==> images/congestion.png <==
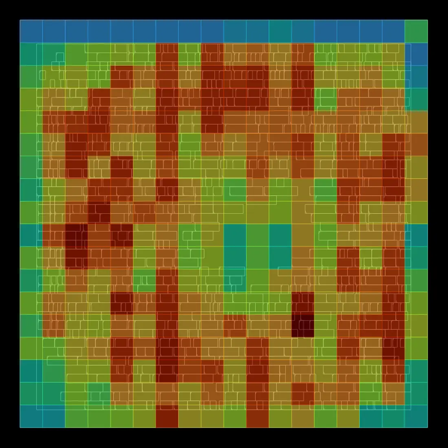
==> images/layer_met2.png <==
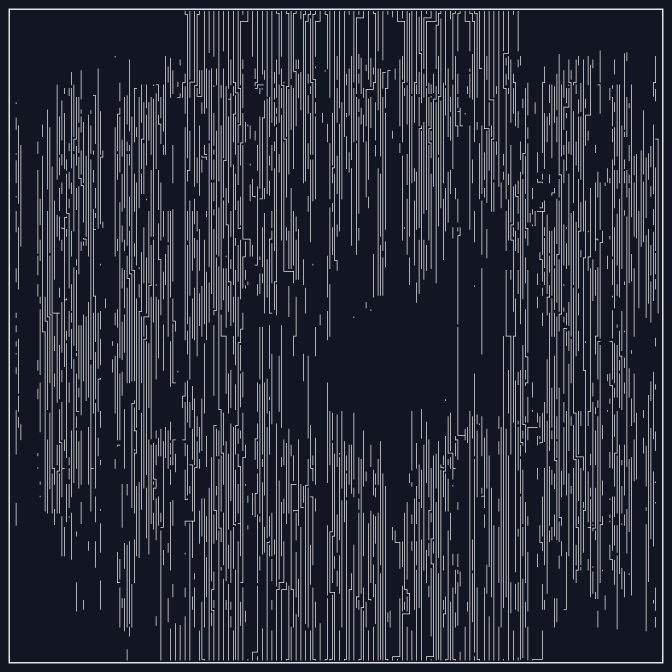
==> images/cell_density.png <==
12 x 12 tiles, from white (low) to dark blue (high), 0 to 100% covered.
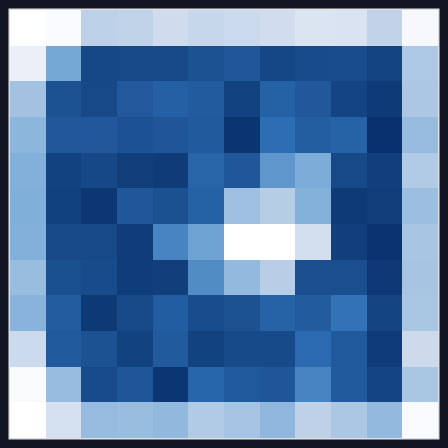
==> images/wires.png <==
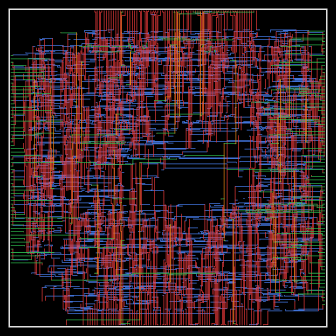
==> images/logic_types.png <==
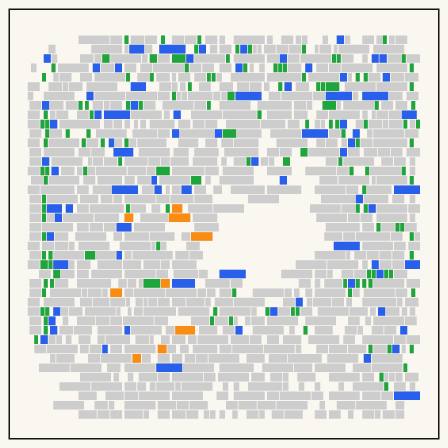
### config.mk
export PLATFORM = sky130hd
export DESIGN_NAME = alu_arbiter
export DESIGN_NICKNAME = d
export VERILOG_FILES = /design/src/rtl/alu_arbiter.sv
export SDC_FILE = /design/constraint.sdc
export NUM_CORES = 1
export LEC_CHECK = 0
export CAP_MARGIN = 30
export CORE_MARGIN = 5
export CORE_UTILIZATION = 38
export CTS_CLUSTER_SIZE = 28
export DETAILED_ROUTE_END_ITERATION = 10
export PLACE_DENSITY = 0.87
export SETUP_SLACK_MARGIN = 0.4
export SYNTH_ARGS = -nofsm -noshare
export SYNTH_HDL_FRONTEND = slang
export SYNTH_SLANG_ARGS = --single-unit
### constraint.sdc
create_clock -name clk -period 1.8 [get_ports clk]
set_input_delay 0.36 -clock clk [delete_from_list [all_inputs] [get_ports clk]]
set_output_delay 0.36 -clock clk [all_outputs]
set_load 0.03 [all_outputs]
### src/rtl/alu_arbiter.sv
// Round-robin arbiter that shares one ALU between two requesters, with a single operation in flight.
// Issue-to-response time is ALU_LAT+1 cycles. Define ALU_ARB_ILLEGAL_TRAP_EN to answer undecodable ops with 32'hFFFF_FFFF.
module alu_arbiter #(
  parameter int ALU_LAT = 1
) (
  input  logic        clk,
  input  logic        rst_n,
  input  logic [1:0]  req_valid,
  output logic [1:0]  req_ready,
  input  logic [3:0]  req_op,
  input  logic [11:0] req_funct,
  input  logic [63:0] req_src1,
  input  logic [63:0] req_src2,
  output logic [5:0]  alu_funct,
  output logic [31:0] alu_src1,
  output logic [31:0] alu_src2,
  input  logic [31:0] alu_result,
  output logic        rsp_valid,
  input  logic        rsp_ready,
  output logic        rsp_id,
  output logic [31:0] rsp_data
);

  typedef enum logic [1:0] {
    S_IDLE = 2'd0,
    S_EXEC = 2'd1,
    S_RESP = 2'd2
  } state_t;

  localparam logic [2:0] CNT_LAST = 3'(ALU_LAT - 1);

  function automatic logic [5:0] decode(input logic [1:0] op, input logic [5:0] funct);
    logic [5:0] d;
    d = 6'b000000;
    case (op)
      2'b00: d = 6'b001001;
      2'b01: d = 6'b001010;
      2'b11: d = 6'b101010;
      default: begin
        case (funct)
          6'b001011: d = 6'b001001;
          6'b001101: d = 6'b001010;
          6'b100110: d = 6'b100001;
          6'b110110: d = 6'b110101;
          default:   d = 6'b000000;
        endcase
      end
    endcase
    return d;
  endfunction

  state_t      r_state;
  state_t      w_next;
  logic        r_last;
  logic        r_own;
  logic [2:0]  r_cnt;
  logic [5:0]  r_alu_funct;
  logic [31:0] r_alu_src1;
  logic [31:0] r_alu_src2;
  logic        r_rsp_id;
  logic [31:0] r_rsp_data;

  logic        w_gnt;
  logic        w_accept;
  logic [1:0]  w_op;
  logic [5:0]  w_funct;
  logic [31:0] w_src1;
  logic [31:0] w_src2;
  logic [5:0]  w_dec;
  logic        w_cnt_done;
  logic        w_load;
  logic        w_capture;
  logic        w_trap;

  // On a tie the requester that did not win last time gets the grant.
  always_comb begin
    w_gnt = 1'b0;
    if (req_valid == 2'b11) begin
      w_gnt = ~r_last;
    end else if (req_valid == 2'b10) begin
      w_gnt = 1'b1;
    end
  end

  assign w_accept   = rst_n && (r_state == S_IDLE) && (req_valid != 2'b00);
  assign req_ready  = w_accept ? (w_gnt ? 2'b10 : 2'b01) : 2'b00;

  assign w_op       = w_gnt ? req_op[3:2]      : req_op[1:0];
  assign w_funct    = w_gnt ? req_funct[11:6]  : req_funct[5:0];
  assign w_src1     = w_gnt ? req_src1[63:32]  : req_src1[31:0];
  assign w_src2     = w_gnt ? req_src2[63:32]  : req_src2[31:0];
  assign w_dec      = decode(w_op, w_funct);
  assign w_cnt_done = (r_cnt == CNT_LAST);

  always_ff @(posedge clk or negedge rst_n) begin
    if (!rst_n) begin
      r_state <= S_IDLE;
    end else begin
      r_state <= w_next;
    end
  end

  always_comb begin
    w_next    = r_state;
    w_load    = 1'b0;
    w_capture = 1'b0;
    w_trap    = 1'b0;
    case (r_state)
      S_IDLE: begin
        if (w_accept) begin
`ifdef ALU_ARB_ILLEGAL_TRAP_EN
          if (w_dec == 6'b000000) begin
            w_next = S_RESP;
            w_trap = 1'b1;
          end else begin
            w_next = S_EXEC;
            w_load = 1'b1;
          end
`else
          w_next = S_EXEC;
          w_load = 1'b1;
`endif
        end
      end
      S_EXEC: begin
        if (w_cnt_done) begin
          w_next    = S_RESP;
          w_capture = 1'b1;
        end
      end
      S_RESP: begin
        if (rsp_ready) begin
          w_next = S_IDLE;
        end
      end
      default: w_next = S_IDLE;
    endcase
  end

  always_ff @(posedge clk or negedge rst_n) begin
    if (!rst_n) begin
      r_last      <= 1'b1;
      r_own       <= 1'b0;
      r_cnt       <= 3'd0;
      r_alu_funct <= 6'd0;
      r_alu_src1  <= 32'd0;
      r_alu_src2  <= 32'd0;
      r_rsp_id    <= 1'b0;
      r_rsp_data  <= 32'd0;
    end else begin
      if (w_accept) begin
        r_last <= w_gnt;
        r_own  <= w_gnt;
      end
      if (w_load) begin
        r_alu_funct <= w_dec;
        r_alu_src1  <= w_src1;
        r_alu_src2  <= w_src2;
        r_cnt       <= 3'd0;
      end else if (w_capture) begin
        r_cnt <= 3'd0;
      end else if (r_state == S_EXEC) begin
        r_cnt <= r_cnt + 3'd1;
      end
      if (w_capture) begin
        r_rsp_data <= alu_result;
        r_rsp_id   <= r_own;
      end
      // A trapped op never reaches the ALU, so the alu_* registers keep their last values.
      if (w_trap) begin
        r_rsp_data <= 32'hFFFF_FFFF;
        r_rsp_id   <= w_gnt;
      end
    end
  end

  assign alu_funct = r_alu_funct;
  assign alu_src1  = r_alu_src1;
  assign alu_src2  = r_alu_src2;
  assign rsp_valid = (r_state == S_RESP);
  assign rsp_id    = r_rsp_id;
  assign rsp_data  = r_rsp_data;

endmodule

==> impl_metrics.tcl <==
# flow metrics
set metrics [dict create \
    p_clk_frac 0.130 \
    powerSeq_w 0.00438 \
    warning_count 32 \
    finalSetupTns_ns 0 \
    leakagePower_nw 4.38 \
    die_area_um2 15400 \
    drc 0 \
    vias 5601 \
    fin_crit_sh 0.984 \
    status "complete, no violations" \
    reg2reg_to "alu_funct[4]" \
    placement.io_buffers 286 \
    drt_iter0_markers 366 \
    numCtsBuffers 9 \
    top_area_cell_class "buffers" \
    hold_buffers 1 \
    startpoint_type "register" \
    totalWireLength_um 24400 \
    antenna_found_initial 0 \
    detail_route.first_pass.iterations 4 \
    seq_share 0.268 \
    grt_pass1_vias 5728 \
    worst-path-max-fanout 3 \
    synthAoiAreaFrac 0.114 \
    synth-warning-count 0 \
    clk_pin_slew_ns 0.07 \
    inv_count 4 \
    report.final.slew_viol_count 0 \
    flops 109 \
    finalSetupViolCount 0 \
    cp_num_cells 4 \
    p_switching_w 0.00647 \
    path_cells "a21boi_4 -> buf_12 -> nor2_4 -> buf_12" \
    signal_buffers 385 \
    cts-resized-gates 459 \
    crit_path_end "req_ready[0]" \
    swShare 0.441 \
    buf_share 0.410 \
    pwr-share-comb 0.571 \
    syn_nets 686 \
    die_y_um 124 \
]
## Picture notes: congestion.png
grt peak-use layer: met2
GR Layer Usage met3: 0.0652
WL per Instance: 23.4 um
GR Layer Usage met1: 0.303
routing usage on met2: 0.502

## Picture notes: layer_met2.png
The layer carries 13100 um of wire. The wires run mostly vertical.

## Picture notes: cell_density.png
58% of the tiles are over 75% full. The mean over all tiles is 65%. The fullest tile reaches 99%.
CORE AREA: 12700 um^2
FP Util: 0.390
final core occ: 0.801

## Picture notes: wires.png
Blue marks metal 1, wire length 8570 um. Orange marks metal 4, wire length 1030 um. Green marks metal 3, wire length 1700 um. Red marks metal 2, wire length 13100 um.

## Picture notes: logic_types.png
Green marks NAND gates, cells 137, most used nand2_1. Orange marks AND-OR and OR-AND gates, cells 9, most used a21o_1. Blue marks inverting AOI/OAI gates, cells 78, most used a31oi_1, where widely spread.
Top cell excl fill/tap: clkdlybuf4s50_1
combinational fraction of the cell area: 0.274
Post-Layout Cell Count: 1040

-- synthesized netlist by cell type (all sizes together) --
master	count	area [um^2]
nor2	76	288
and4b	1	10.0
mux2i	4	40.0
nor3	3	31.3
nand4b	2	17.5
a21o	4	30.0
dfstp	1	26.3
xor2	2	17.5
mux2	33	372
nor2b	4	27.5
nor4b	1	8.76
nor3b	3	27.5
o22a	1	8.76
o31ai	1	12.5
a31oi	68	425
nor4bb	1	10.0
a21oi	4	20.0
o211ai	1	12.5
and4bb	1	12.5
a21bo	1	10.0
nand2	134	503
a32o	1	10.0
dfrtp	108	2700
nand2b	1	8.76
a21boi	1	11.3
inv	4	15.0
o211a	1	10.0
buf	36	252
o21ai	3	15.0
ha	2	25.0
Power figures rest on the tool's default switching activity, not on a simulated workload.
